$ cat config.mk
export PLATFORM = sky130hd
export DESIGN_NAME = qspi_fast_read_master
export DESIGN_NICKNAME = d
export VERILOG_FILES = /design/src/rtl/qspi_fast_read_master.sv
export SDC_FILE = /design/constraint.sdc
export NUM_CORES = 1
export LEC_CHECK = 0
export ABC_AREA = 1
export ABC_CLOCK_PERIOD_IN_PS = 1500
export CORE_AREA = 2 2 102 123
export CTS_CLUSTER_DIAMETER = 200
export DETAILED_ROUTE_END_ITERATION = 8
export DIE_AREA = 0 0 104 125
export SLEW_MARGIN = 20
export SYNTH_ARGS = -nofsm -noshare
export SYNTH_HDL_FRONTEND = slang
export SYNTH_SLANG_ARGS = --single-unit
$ cat constraint.sdc
create_clock -name qspi_clk -period 1.5 [get_ports qspi_clk]
set_input_delay 0.3 -clock qspi_clk [delete_from_list [all_inputs] [get_ports qspi_clk]]
set_output_delay 0.3 -clock qspi_clk [all_outputs]
set_load 0.01 [all_outputs]
$ cat src/rtl/qspi_fast_read_master.sv
// rtl/qspi_fast_read_master.sv - QSPI fast-read master: opcode, address, dummy, 1/2/4-line burst read
// SCK runs at qspi_clk/2; io_out changes on SCK fall, io_in is sampled on SCK rise.
module qspi_fast_read_master #(
  parameter int ADDR_W      = 24,
  parameter int BURST_BYTES = 4,
  parameter int DUMMY_CYC   = 8,
  parameter int CS_IDLE_CYC = 4
) (
  input  logic              qspi_clk,
  input  logic              rst_n,
  input  logic              req,
  input  logic [ADDR_W-1:0] req_addr,
  input  logic [1:0]        req_mode,
  output logic              ack,
  output logic              busy,
  output logic [7:0]        rdata,
  output logic              rdata_vld,
  output logic              done,
  output logic              sck,
  output logic              csn,
  output logic [3:0]        io_out,
  output logic [3:0]        io_oe,
  input  logic [3:0]        io_in
);
  localparam int BITS_MAX = (ADDR_W > BURST_BYTES * 8) ? ADDR_W : BURST_BYTES * 8;
  localparam int CNT_W    = $clog2(BITS_MAX + 1);
  localparam int GAP_W    = $clog2(CS_IDLE_CYC + 1);

  localparam logic [CNT_W-1:0] CMD_LAST   = CNT_W'(7);
  localparam logic [CNT_W-1:0] ADDR_LAST  = CNT_W'(ADDR_W - 1);
  localparam logic [CNT_W-1:0] DUMMY_LAST = CNT_W'((DUMMY_CYC > 0) ? DUMMY_CYC - 1 : 0);
  localparam logic [8:0]       BYTE_LAST  = 9'(BURST_BYTES - 1);
  localparam logic [GAP_W-1:0] GAP_LAST   = GAP_W'(CS_IDLE_CYC - 1);
  localparam logic [3:0]       IO_OUT_RST = 4'b1100;
  localparam logic [3:0]       IO_OE_RST  = 4'b1101;
  localparam logic [1:0]       MODE_SINGLE = 2'b00;
  localparam logic [1:0]       MODE_DUAL   = 2'b01;
  localparam logic [1:0]       MODE_QUAD   = 2'b10;

  typedef enum logic [2:0] {S_IDLE, S_CMD, S_ADDR, S_DUMMY, S_DATA, S_GAP} state_t;

  state_t            r_state, w_state_nxt;
  logic              r_ready;
  logic              r_ph, w_ph_nxt;
  logic              r_csn, w_csn_nxt;
  logic [3:0]        r_io_out, w_io_out_nxt;
  logic [3:0]        r_io_oe, w_io_oe_nxt;
  logic [1:0]        r_mode, w_mode_nxt;
  logic [7:0]        r_opc, w_opc_nxt;
  logic [ADDR_W-1:0] r_addr, w_addr_nxt;
  logic [CNT_W-1:0]  r_cnt, w_cnt_nxt;
  logic [8:0]        r_byte, w_byte_nxt;
  logic [7:0]        r_rx, w_rx_nxt;
  logic [7:0]        r_rdata, w_rdata_nxt;
  logic              r_vld, w_vld_nxt;
  logic              r_done, w_done_nxt;
  logic              r_last, w_last_nxt;
  logic [GAP_W-1:0]  r_gap, w_gap_nxt;
  logic              w_ack;
  logic [1:0]        w_req_mode;
  logic [7:0]        w_opcode;
  logic [7:0]        w_rx_smp;
  logic [CNT_W-1:0]  w_mask;
  logic [3:0]        w_dummy_oe;

  always_ff @(posedge qspi_clk or negedge rst_n) begin
    if (!rst_n) begin
      r_state  <= S_IDLE;
      r_ready  <= 1'b0;
      r_ph     <= 1'b0;
      r_csn    <= 1'b1;
      r_io_out <= IO_OUT_RST;
      r_io_oe  <= IO_OE_RST;
      r_mode   <= MODE_SINGLE;
      r_opc    <= '0;
      r_addr   <= '0;
      r_cnt    <= '0;
      r_byte   <= '0;
      r_rx     <= '0;
      r_rdata  <= '0;
      r_vld    <= 1'b0;
      r_done   <= 1'b0;
      r_last   <= 1'b0;
      r_gap    <= '0;
    end else begin
      r_state  <= w_state_nxt;
      r_ready  <= 1'b1;
      r_ph     <= w_ph_nxt;
      r_csn    <= w_csn_nxt;
      r_io_out <= w_io_out_nxt;
      r_io_oe  <= w_io_oe_nxt;
      r_mode   <= w_mode_nxt;
      r_opc    <= w_opc_nxt;
      r_addr   <= w_addr_nxt;
      r_cnt    <= w_cnt_nxt;
      r_byte   <= w_byte_nxt;
      r_rx     <= w_rx_nxt;
      r_rdata  <= w_rdata_nxt;
      r_vld    <= w_vld_nxt;
      r_done   <= w_done_nxt;
      r_last   <= w_last_nxt;
      r_gap    <= w_gap_nxt;
    end
  end

  always_comb begin
    w_state_nxt  = r_state;
    w_ph_nxt     = r_ph;
    w_csn_nxt    = r_csn;
    w_io_out_nxt = r_io_out;
    w_io_oe_nxt  = r_io_oe;
    w_mode_nxt   = r_mode;
    w_opc_nxt    = r_opc;
    w_addr_nxt   = r_addr;
    w_cnt_nxt    = r_cnt;
    w_byte_nxt   = r_byte;
    w_rx_nxt     = r_rx;
    w_rdata_nxt  = r_rdata;
    w_vld_nxt    = 1'b0;
    w_done_nxt   = 1'b0;
    w_last_nxt   = r_last;
    w_gap_nxt    = r_gap;
    w_ack        = 1'b0;
    w_opcode     = 8'h0B;
    w_req_mode   = (req_mode == 2'b11) ? MODE_SINGLE : req_mode;
    case (w_req_mode)
      MODE_DUAL: w_opcode = 8'h3B;
      MODE_QUAD: w_opcode = 8'h6B;
      default:   w_opcode = 8'h0B;
    endcase
    // w_mask marks the last sample of a byte for the active bus width
    case (r_mode)
      MODE_QUAD: begin w_rx_smp = {r_rx[3:0], io_in};      w_mask = CNT_W'(1); end
      MODE_DUAL: begin w_rx_smp = {r_rx[5:0], io_in[1:0]}; w_mask = CNT_W'(3); end
      default:   begin w_rx_smp = {r_rx[6:0], io_in[1]};   w_mask = CNT_W'(7); end
    endcase
    w_dummy_oe = (r_mode == MODE_QUAD) ? 4'b0000 : 4'b0001;

    case (r_state)
      S_IDLE: begin
        if (req && r_ready) begin
          w_ack        = 1'b1;
          w_mode_nxt   = w_req_mode;
          w_opc_nxt    = {w_opcode[6:0], 1'b0};
          w_addr_nxt   = req_addr;
          w_io_out_nxt = {2'b11, 1'b0, w_opcode[7]};
          w_io_oe_nxt  = IO_OE_RST;
          w_csn_nxt    = 1'b0;
          w_ph_nxt     = 1'b0;
          w_cnt_nxt    = '0;
          w_byte_nxt   = '0;
          w_last_nxt   = 1'b0;
          w_state_nxt  = S_CMD;
        end
      end
      S_CMD: begin
        w_ph_nxt = ~r_ph;
        if (r_ph) begin
          if (r_cnt == CMD_LAST) begin
            w_state_nxt  = S_ADDR;
            w_cnt_nxt    = '0;
            w_io_out_nxt = {r_io_out[3:1], r_addr[ADDR_W-1]};
            w_addr_nxt   = {r_addr[ADDR_W-2:0], 1'b0};
          end else begin
            w_cnt_nxt    = r_cnt + 1'b1;
            w_io_out_nxt = {r_io_out[3:1], r_opc[7]};
            w_opc_nxt    = {r_opc[6:0], 1'b0};
          end
        end
      end
      S_ADDR: begin
        w_ph_nxt = ~r_ph;
        if (r_ph) begin
          if (r_cnt == ADDR_LAST) begin
            w_cnt_nxt    = '0;
            w_io_out_nxt = {r_io_out[3:1], 1'b0};
            w_io_oe_nxt  = w_dummy_oe;
            w_state_nxt  = (DUMMY_CYC == 0) ? S_DATA : S_DUMMY;
          end else begin
            w_cnt_nxt    = r_cnt + 1'b1;
            w_io_out_nxt = {r_io_out[3:1], r_addr[ADDR_W-1]};
            w_addr_nxt   = {r_addr[ADDR_W-2:0], 1'b0};
          end
        end
      end
      S_DUMMY: begin
        w_ph_nxt = ~r_ph;
        if (r_ph) begin
          if (r_cnt == DUMMY_LAST) begin
            w_cnt_nxt   = '0;
            w_state_nxt = S_DATA;
          end else begin
            w_cnt_nxt = r_cnt + 1'b1;
          end
        end
      end
      S_DATA: begin
        w_ph_nxt = ~r_ph;
        if (!r_ph) begin
          w_rx_nxt  = w_rx_smp;
          w_cnt_nxt = r_cnt + 1'b1;
          if ((r_cnt & w_mask) == w_mask) begin
            w_rdata_nxt = w_rx_smp;
            w_vld_nxt   = 1'b1;
            w_byte_nxt  = r_byte + 1'b1;
            if (r_byte == BYTE_LAST) begin
              w_done_nxt = 1'b1;
              w_last_nxt = 1'b1;
            end
          end
        end else if (r_last) begin
          // finish the final SCK low before releasing the flash
          w_state_nxt  = S_GAP;
          w_csn_nxt    = 1'b1;
          w_io_out_nxt = IO_OUT_RST;
          w_io_oe_nxt  = IO_OE_RST;
          w_gap_nxt    = '0;
          w_last_nxt   = 1'b0;
        end
      end
      S_GAP: begin
        if (r_gap == GAP_LAST) begin
          w_state_nxt = S_IDLE;
        end else begin
          w_gap_nxt = r_gap + 1'b1;
        end
      end
      default: w_state_nxt = S_IDLE;
    endcase
  end

  assign ack       = w_ack;
  assign busy      = (r_state != S_IDLE);
  assign rdata     = r_rdata;
  assign rdata_vld = r_vld;
  assign done      = r_done;
  assign sck       = r_ph;
  assign csn       = r_csn;
  assign io_out    = r_io_out;
  assign io_oe     = r_io_oe;
endmodule

Figure 1. Cells by drive strength (run 1).
The bar under the picture is 20 um long.
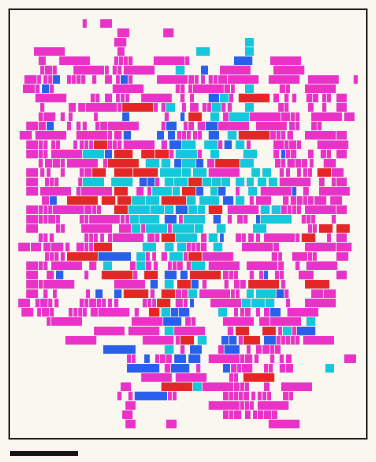
Key: _6 and larger = red [cells 46, most used buf_6]; _0 and _1 cells = magenta [cells 516, most used nand2_1]; _2 cells = blue [cells 62, most used nand2_2]; _3 and _4 cells = cyan [cells 92, most used buf_4]
cell area after layout: 0.006430 mm^2
Layout Area Growth over Synthesis: 50.75%

Figure 2. Clock nets (run 1).
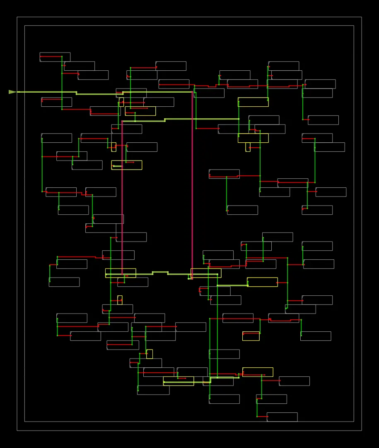
worst-case clock skew: 6.492 ps
number of flip-flops and latches: 79

==> flow_summary.yaml, run 1 <==
# synthesis and place-and-route metrics
run_status:
  run_status: "finished, violations left"
  violations: "negative setup slack"
clocking:
  cts_inserted_buffers: 9
  clk_path_buf_depth: 2
  worst_setup_hold_path_clk_slew_ps: 60
  cts_root_buf: "sky130_fd_sc_hd__clkbuf_16"
  tritoncts: "done"
  clkSinkCount: 79
  h_tree_levels: 3
critical_path:
  cp-end-kind: "flop"
  number_of_cells_on_the_worst_reg_to_reg_path: 8
  worst-endpoint-required_ps: 1720
  cell_with_the_biggest_individual_delay_on_the_critical_path: "sky130_fd_sc_hd__dfrtp_1"
  cp_cell_sequence: "buf_6 -> inv_6 -> buf_6 -> nor3_4 -> nand3_4 -> buf_6 -> nand4_1 -> nand2_1"
  worst_setup_path_start_kind: "flop"
  worstPathMaxFanout: 10
  regToRegEndpoint: "r_addr[20]"
  arrival_time_at_the_worst_endpoint_ps: 1830
  cpPeakStageDelay_ps: 400
  worst_path_most_repeated_cell: "sky130_fd_sc_hd__buf_6"
  worst_r2r_startpoint: "r_state[1]"
  critical_path_class: "reg -> reg"
  regToRegSetupSlack_ps: -110
timing:
  timing.final.setup_violations: 37
  unrepaired_setup_endpoints_after_global_routing: "true"
  drv_slew: 0
  timing.hold.ws_ps: 387.9
  fin_ws_ps: -111.1
  final_critical_path_time_including_i_o_delays_and_setup_ps: 1611
  final_hold_violation_tally: 0
  timing.fmax_mhz: 620.7
  layout_worst_path_cycle_share_pct: 107.4
logic_synthesis:
  postSynthSeqShare_pct: 46.47
  postSynthAreaPerCell_um2: 7.367
  synth_largest_type_area_fraction_pct: 44.00
  top_area_cell: "sky130_fd_sc_hd__dfrtp_1"
  yosys.stat.chipArea_mm2: 0.004265
  netlist-cell-type-count: 33
  ys_warn_count: 0
  yosys_register_bits: 79
  synth_top_flop_cell: "sky130_fd_sc_hd__dfrtp_1"
  synthesis.area_mm2: 0.004265
  async_flop_share_pct: 100.0
  yosys_instances: 579
  enable_flop_cells: 0
  netlist_instances: 579
  synth.area.top_cells: "sky130_fd_sc_hd__dfrtp_1 44%, sky130_fd_sc_hd__nand2_1 22%, sky130_fd_sc_hd__o21ai_0 5.4%, sky130_fd_sc_hd__nand4_1 4.8%, sky130_fd_sc_hd__nand3_1 4.3%"
drt:
  route.detailed.vias_per_inst: 4.885
  drc: 0
  route.detailed.wl_per_inst_um: 13.87
  routed-via-count: 4284
  detailedRoute.firstPassIterationCount: 4
  first_iter_violations: 179
  drt_wl_total_mm: 12.16
  detail-route-antenna-nets: 0
cells_and_area:
  n_antenna_cell: 0
  num-nets-final: 753
  layout.core_utilization_pct: 54.07
  post_route_cells_drive_above_1_share_pct: 27.93
  lay_top_count: "sky130_fd_sc_hd__nand2_1"
  layout_top_cells: "219 x sky130_fd_sc_hd__nand2_1, 75 x sky130_fd_sc_hd__dfrtp_1, 54 x sky130_fd_sc_hd__buf_4"
power_and_ir_drop:
  power_leakage_uw: 0.003250
  max-vdd-ir-drop_mv: 1.087
  powerDensity_mw_per_mm2: 2105
run:
  warnings: 31
  timing.max_cap.violations: 0
worst_hold_path:
  worst_hold_path_type: "in -> async"
floorplanning:
  num_rows: 44
  floorplan.io_pins: 55
  placeableCoreArea_mm2: 0.01189
  chipHeight_um: 125
  die_x_um: 104
  initial_core_util_pct: 35.87
  floorplan.die_area_mm2: 0.01300
placed_design:
  port_buffers: 52
  dp.final_hpwl_mm: 7.725
  dpl_worst_slack_ps: -412.9
  placement.cell_area_mm2: 0.005353
  gpl.final_weighted_congestion: 0.8734
grt:
  grt_antenna_before_repair: 0
  vias_in_the_first_global_route: 4251
  grt_start_max_net_pins: 43
  globalRouteTotalUtil_pct: 18.26
  grt_overflow_total: 0
  wire_length_of_the_first_global_routing_pass_mm: 19.22
Figure 3. Routed clock nets over the placement (run 1).
The bar under the picture is 20 um long.
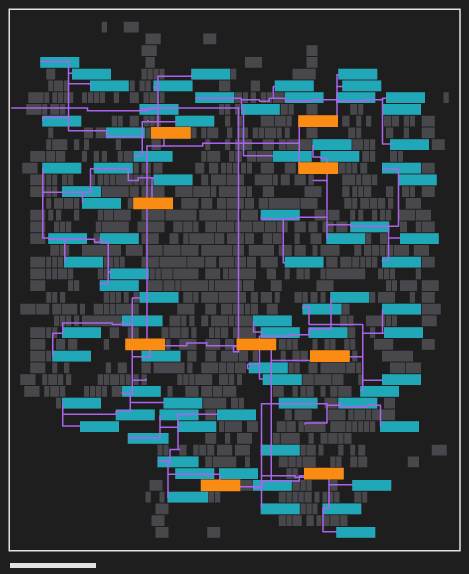
Key: clock wires = purple [length 1090 um]; clock drivers = orange [count 9]; flip-flops = cyan [count 79]
Position of the flops: widely spread. There are 10 routed clock nets.
clock network latency to the later pin of the worst-skew pair: 330 ps
proportion of power drawn by the clock network: 14.5%
clk pwr: 1960 uW

-- run 1: synthesized netlist by cell type, types with 2 or more instances --
library cell	number
sky130_fd_sc_hd__nand2_1	251
sky130_fd_sc_hd__dfrtp_1	75
sky130_fd_sc_hd__inv_1	46
sky130_fd_sc_hd__o21ai_0	46
sky130_fd_sc_hd__nand3_1	37
sky130_fd_sc_hd__nand4_1	33
sky130_fd_sc_hd__nor2_1	23
sky130_fd_sc_hd__buf_2	8
sky130_fd_sc_hd__ha_1	8
sky130_fd_sc_hd__clkbuf_1	6
sky130_fd_sc_hd__a21oi_1	5
sky130_fd_sc_hd__inv_2	5
sky130_fd_sc_hd__buf_4	4
sky130_fd_sc_hd__dfstp_2	4
sky130_fd_sc_hd__buf_6	2
sky130_fd_sc_hd__conb_1	2
sky130_fd_sc_hd__nand2_2	2
sky130_fd_sc_hd__nand3_2	2
sky130_fd_sc_hd__nand3b_1	2
sky130_fd_sc_hd__nor2_4	2
sky130_fd_sc_hd__nor3_1	2
sky130_fd_sc_hd__o22ai_1	2
sky130_fd_sc_hd__xor2_1	2
-- run 1: sequential cells by signal, indices dropped and copies added (netlist names) --
register and count:
r_cnt 6, csn 1, sck 1, done 1, r_state 3, r_opc 7, r_rx 7, io_oe 2
r_last 1, io_out 2, rdata_vld 1, r_gap 3, r_byte 9, rdata 8, r_addr 24, r_ready 1
r_mode 2
-- run 1: final cells by class --
class	instances	area [um^2]
flip-flops and latches	79	1982
repair buffers	138	1345
well taps	161	201.4
fillers	1135	5461
clock inverters	1	5.005
clock buffers	14	254.0
multi-input cells	432	2430
inverters	52	212.7
-- run 1: worst max path at each step --
stage                    start  slack (ps)    endpoint
floorplan            r_mode[0]          -6   r_byte[5]
global placement           req        -420         ack
detailed placement         req        -410         ack
CTS                 r_state[0]        -100        busy
global route        r_state[1]        -190  r_addr[20]
finish              r_state[1]        -110  r_addr[20]
-- run 1: routing by layer --
metal	track usage (%)	vias up	wire (um)
met5	0	-	0
met3	4.119	15	495
met2	32.74	98	6304
met4	7.552	0	255
li1	-	2132	-
met1	20.93	2039	5105
-- run 1: critical path, delay by kind of cell (launching register included) --
| family | cells | cell delay, ps |
|---|---|---|
| flip-flops | 1 | 400 |
| AND/OR/NAND/NOR | 4 | 560 |
| buffers and inverters | 4 | 520 |
-- run 1: through the flow --
stage	instances	setup TNS [ps]	total power (uW)
global placement	828	-12800	9274
detailed placement	828	-14060	9465
CTS	859	-2500	12350
global route	877	-6252	14550
finish	877	-3028	13540
floorplan	580	-16.89	7179
-- run 1: repair_timing --
action,CTS,global route
pin swaps,11,47
hold buffers,1,0
hold endpoints to repair,14,0
setup buffers,12,18
endpoints found under the setup margin,81,75
gates cloned,4,2
resized,84,106
-- run 1: power by group --
part	switching, uW	internal (uW)
combinational	4620	3500
sequential	516	2940
clock	801	1160
total	5930	7600
-- run 1: kinds of logic (layout without fill, tap and decap cells) --
kind of cell    count (synthesis)  in the layout  synth area share (%)
xor+xnor                        2              2                0.4108
buf+inv                        72            205                 7.304
flops                          79             79                 46.47
other cells                     2              3                0.1761
fa+ha+maj                       8              8                 2.347
simple gates                  358            360                 35.99
compound gates                 58             59                 7.304
==> run 2, diff against run 1 <==
SKIP_CTS_REPAIR_TIMING = 1   (was unset)
SKIP_LAST_GASP = 1   (was unset)
==> run 2 against run 1 <==
  * The run still ends with negative setup slack left
  * Total power up 2.4%
  * Cell count stayed put
  * Count of clock-buffer cells in the layout unchanged
  * Register-to-register slack lost 60 ps
  * Clock skew increased by 2.4 ps
  * Non-clock buffer count shrank 2
==> flow_summary.yaml, run 2 <==
# synthesis and place-and-route metrics
clocking:
  cts_root_buf: "sky130_fd_sc_hd__clkbuf_16"
  clkSinkCount: 79
  tritoncts: "done"
  clk_path_buf_depth: 2
critical_path:
  cell_with_the_biggest_individual_delay_on_the_critical_path: "sky130_fd_sc_hd__dfrtp_1"
  cpPeakStageDelay_ps: 400
  startpoint: "r_state[1]"
  worst_path_most_repeated_cell: "sky130_fd_sc_hd__buf_6"
  worst_r2r_startpoint: "r_state[1]"
  cp-end-kind: "flop"
  worst_path_dominant_cell_family: "simple AND/OR/NAND/NOR gates"
  critical_path_class: "reg -> reg"
  arrival_time_at_the_worst_endpoint_ps: 1910
  number_of_cells_on_the_worst_reg_to_reg_path: 7
  cp_cell_sequence: "buf_6 -> inv_8 -> nor3_4 -> nand3_2 -> buf_6 -> nand4_1 -> nand2_2"
  worst-endpoint-required_ps: 1730
run:
  timing.max_cap.violations: 0
  warnings: 30
timing:
  timing.final.setup_violations: 39
  worst_clock_skew_ps: 8.902
  fin_ws_ps: -174.1
placed_design:
  gpl.final_weighted_congestion: 0.8734
  place_inst: 828
logic_synthesis:
  yosys_register_bits: 79
  ys_warn_count: 0
  netlist_top_cells_count: "251 x sky130_fd_sc_hd__nand2_1, 75 x sky130_fd_sc_hd__dfrtp_1, 46 x sky130_fd_sc_hd__inv_1, 46 x sky130_fd_sc_hd__o21ai_0, 37 x sky130_fd_sc_hd__nand3_1"
  async_flop_share_pct: 100.0
  synth_top_flop_cell: "sky130_fd_sc_hd__dfrtp_1"
  enable_flop_cells: 0
  postSynthAreaPerCell_um2: 7.367
  netlist-cell-type-count: 33
cells_and_area:
  top_register: "r_addr"
  n_antenna_cell: 0
  lay_top_count: "sky130_fd_sc_hd__nand2_1"
grt:
  grt_start_max_net_pins: 43
  vias_in_the_first_global_route: 4000
power_and_ir_drop:
  max-vdd-ir-drop_mv: 1.408
drt:
  routed-via-count: 4332
  route.detailed.wl_per_inst_um: 14.11
  route.detailed.vias_per_inst: 4.940
run_status:
  violations: "negative setup slack"
  run_status: "finished, violations left"
floorplanning:
  die_x_um: 104
run 2: how the worst max path moves through the flow:
stage / to / slack (ps) / depth (start not counted)
global route: r_addr[18] / -230 / 7
CTS: ack / -480 / 4
floorplan: r_byte[5] / -6 / 10
detailed placement: ack / -410 / 4
finish: r_addr[20] / -170 / 7
global placement: ack / -420 / 4
run 2: area by class of cell:
class	count	area [um^2]	share of cell area, %
repair buffers	136	1440	21.96
well taps	161	201.4	3.071
clock buffers	14	254.0	3.873
clock inverters	1	5.005	0.07631
inverters	52	215.2	3.281
flip-flops and latches	79	1982	30.22
multi-input cells	434	2461	37.52
run 2: cells by family after synthesis:
family / after synthesis / synth area share, %
buffers and inverters: 72 / 7.304
DFF: 79 / 46.47
AOI/OAI and AO/OA: 58 / 7.304
and+or+nand+nor: 358 / 35.99
adders and majority gates: 8 / 2.347
other: 2 / 0.1761
xor gates and xnor gates: 2 / 0.4108
run 2: power breakdown:
group	switching, uW	internal [uW]	total, uW
clock network	817	1160	1970
registers	541	2940	3480
logic	4690	3710	8400
run 2: routing by layer:
metal	vias up	routed length, um	track usage [%]	share of wire [%]
met4	0	211	5.246	1.7
li1	2148	-	-	-
met5	-	0	0	0
met2	107	6524	30.38	53
met3	18	522	3.962	4.2
met1	2059	5113	19.93	41
run 2: through the flow:
stage	power (uW)	cell area, um^2
3_5_place_dp	9465	5353
4_1_cts	11500	5612
6_report	13850	6559
2_1_floorplan	7179	4308
3_3_place_gp	9274	5353
5_1_grt	14870	6559
Figure 4. Routed clock nets over the placement (run 2).
The bar under the picture is 20 um long.
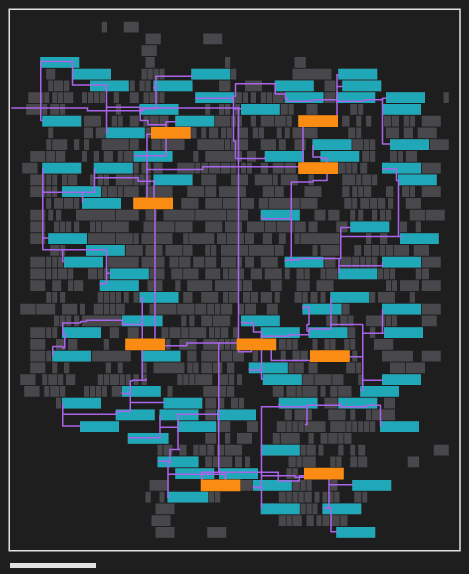
Key: clock drivers = orange [count 9]; clock wires = purple [length 1110 um]; flip-flops = cyan [count 79]
Position of the flops: widely spread.

Figure 5. Cells by drive strength (run 2).
The bar under the picture is 20 um long.
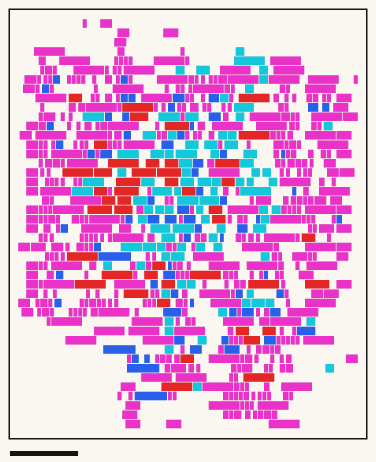
Key: _6 and larger = red [cells 45, most used buf_6]; _3 and _4 cells = cyan [cells 90, most used buf_4]; _0 and _1 cells = magenta [cells 513, most used nand2_1]; _2 cells = blue [cells 68, most used nand2_2]
fin worst setup slack: -174.1 ps
Layout Area Growth over Synthesis: 53.77%

Figure 6. Register map, names as in the netlist (run 2).
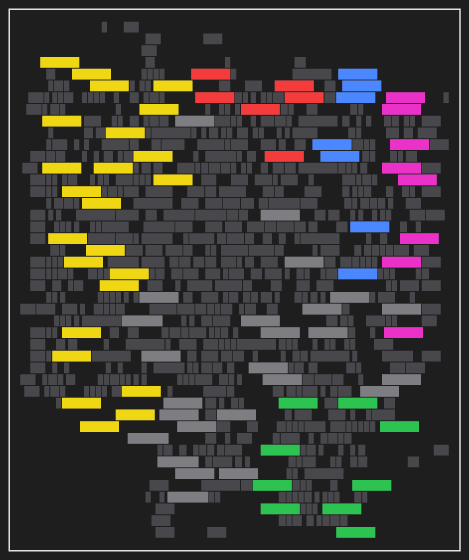
Key: r_addr = yellow [sequential cells 24]; r_byte = green [sequential cells 9, where bottom right]; r_cnt = red [sequential cells 6, where top middle]; r_rx = blue [sequential cells 7, where top right]; rdata = magenta [sequential cells 8]
sequential fraction of total cell area: 30.22%
Reg area: 0.001982 mm^2
Util after Layout: 55.16%
Flop+latch power: 3480 uW

==> run 3, diff against run 2 <==
CTS_CLUSTER_SIZE = 12   (was unset)
SETUP_SLACK_MARGIN = 0.4   (was unset)
==> run 3 against run 2 <==
  * The run still ends with negative setup slack left
  * Total power shrank 9.3%
  * Area after synthesis is the same
  * Cell count shrank 1.6%
  * Routed wire length shrank 12%
  * Largest cell class unchanged
  * Largest power group unchanged
==> flow_summary.yaml, run 3 <==
# synthesis and place-and-route metrics
run_status:
  run_status: "finished, violations left"
  violations: "negative setup slack"
logic_synthesis:
  logic_family: "simple AND/OR/NAND/NOR gates"
  postSynthSeqShare_pct: 46.47
  yosys_register_bits: 79
  netlist_top_cells_count: "251 x sky130_fd_sc_hd__nand2_1, 75 x sky130_fd_sc_hd__dfrtp_1, 46 x sky130_fd_sc_hd__inv_1, 46 x sky130_fd_sc_hd__o21ai_0, 37 x sky130_fd_sc_hd__nand3_1"
  synth_xor_xnor_area_share_pct: 0.4107
  yosys.area_share.aoi_pct: 7.304
  enable_flop_cells: 0
  synth_top_flop_cell: "sky130_fd_sc_hd__dfrtp_1"
  async_flop_share_pct: 100.0
  muxShareOfSynthArea_pct: 0
  postSynthAreaPerCell_um2: 7.367
  netlist-cell-type-count: 33
  ys_warn_count: 0
  synth.cellmix.simpleShare_pct: 35.99
  ys_sh_adder_pct: 2.347
cells_and_area:
  layout-area-overhead-vs-synth_pct: 42.42
  n_antenna_cell: 0
  lay_top_count: "sky130_fd_sc_hd__nand2_1"
timing:
  timing.final.setup_violations: 24
  fin_ws_ps: -70.12
clocking:
  clk_path_buf_depth: 2
  tritoncts: "done"
  worst_setup_hold_path_clk_slew_ps: 60
  cts_root_buf: "sky130_fd_sc_hd__clkbuf_16"
run:
  timing.max_cap.violations: 0
  warnings: 30
critical_path:
  regToRegSetupSlack_ps: -70
  critical_path_class: "reg -> reg"
  worst_r2r_startpoint: "r_state[0]"
  worst-endpoint-required_ps: 1730
  worstSetupEndpoint: "r_state[1]"
  regToRegEndpoint: "r_state[1]"
  cp-end-kind: "flop"
  number_of_cells_on_the_worst_reg_to_reg_path: 10
  startpoint: "r_state[0]"
grt:
  grt_start_max_net_pins: 37
  met1_usage_pct: 21.08
  grt-busiest-layer: "met2"
  grt_use_met3_pct: 3.337
  met2_usage_pct: 29.14
  vias_in_the_first_global_route: 3954
floorplanning:
  die_x_um: 104
placed_design:
  gpl.final_weighted_congestion: 0.8675
drt:
  route.detailed.wl_per_inst_um: 12.63
  route.detailed.vias_per_inst: 4.786
  first_iter_violations: 215
  routed-via-count: 4130
power_and_ir_drop:
  p_total_uw: 12570
  max-vdd-ir-drop_mv: 0.8832
-- run 3: logic make-up (layout without fill, tap and decap cells) --
kind of cell,Yosys count,after routing
simple gates,358,358
fa+ha+maj,8,8
buf+inv,72,193
flops,79,79
compound gates,58,59
other cells,2,3
xor+xnor,2,2
-- run 3: layout make-up --
type / count / area, um^2
clock inverter: 6 / 45.04
multi-input combinational: 430 / 2238
inverter: 52 / 214.0
fill: 1202 / 5817
tap: 161 / 201.4
sequential: 79 / 1983
clock buffer: 10 / 239.0
timing repair buffer: 125 / 1154
-- run 3: worst min path at each step --
stage | end | depth (start not counted)
2_1_floorplan | done | 0
3_3_place_gp | r_byte[1] | 1
3_5_place_dp | r_byte[1] | 1
4_1_cts | r_byte[1] | 1
5_1_grt | r_byte[1] | 2
6_report | r_byte[7] | 2
-- run 3: power breakdown --
part	internal (uW)	total, uW	switching [uW]
clock network	1170	2080	907
logic	2990	7040	4040
registers	2940	3450	506
total	7110	12600	5460
-- run 3: per-layer routing --
| layer | part of all wire [%] | wire (um) |
|---|---|---|
| met1 | 45 | 4917 |
| met2 | 50 | 5457 |
| met3 | 3.8 | 415 |
| met4 | 0.97 | 106 |
| met5 | 0 | 0 |
-- run 3: through the flow --
| stage | setup TNS [ps] | utilization (%) | area [um^2] |
|---|---|---|---|
| after floorplan | 0 | - | 4398 |
| after global placement | -8177 | 46.14 | 5487 |
| after detailed placement | -8059 | 46.14 | 5487 |
| after CTS | -5697 | 48.53 | 5771 |
| after global routing | -5430 | 51.08 | 6075 |
| final | -555.6 | 51.08 | 6075 |
-- run 3: critical path, stage by stage, from the launching register on --
cell and delay (ps):
sky130_fd_sc_hd__dfrtp_2 420, sky130_fd_sc_hd__nor2_4 170, sky130_fd_sc_hd__buf_4 140, sky130_fd_sc_hd__buf_6 110
sky130_fd_sc_hd__nand3_4 80, sky130_fd_sc_hd__inv_4 90, sky130_fd_sc_hd__nor2_1 50, sky130_fd_sc_hd__buf_4 140
sky130_fd_sc_hd__buf_4 130, sky130_fd_sc_hd__nand3_1 70, sky130_fd_sc_hd__nand2_1 50
Figure 7. Clock nets (run 3).
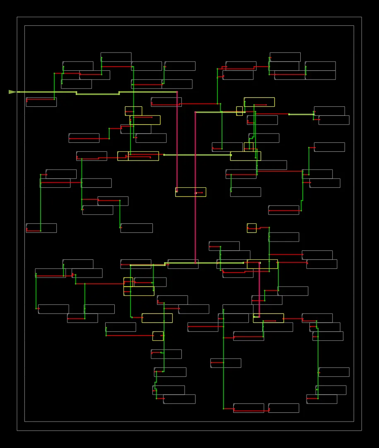
TritonCTS buffer count: 9
clock buffer count: 10
number of clock sinks: 79
worst-case clock skew: 11.01 ps
clk pwr: 2080 uW

Figure 8. Routed clock nets over the placement (run 3).
The bar under the picture is 20 um long.
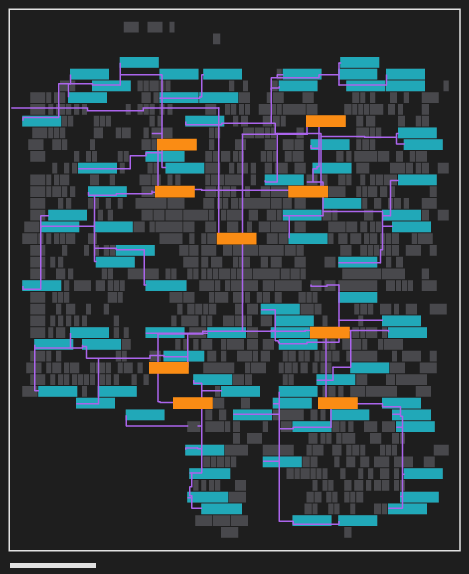
Key: clock drivers = orange [count 9]; clock wires = purple [length 1080 um]; flip-flops = cyan [count 79]
There are 10 routed clock nets. Position of the flops: widely spread.

Figure 9. Gate families picked out (run 3).
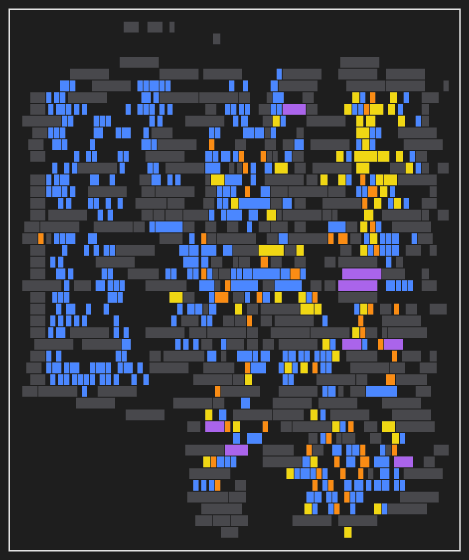
Key: fa/ha/maj cells = purple [cells 8]; nand cells = blue [cells 328, where widely spread]; aoi and oai cells = yellow [cells 59]; inv cells = orange [cells 52]
tally of non-filler cells in the final layout: 863
combinational fraction of the cell area: 36.85%

Power and IR drop assume default switching activity.
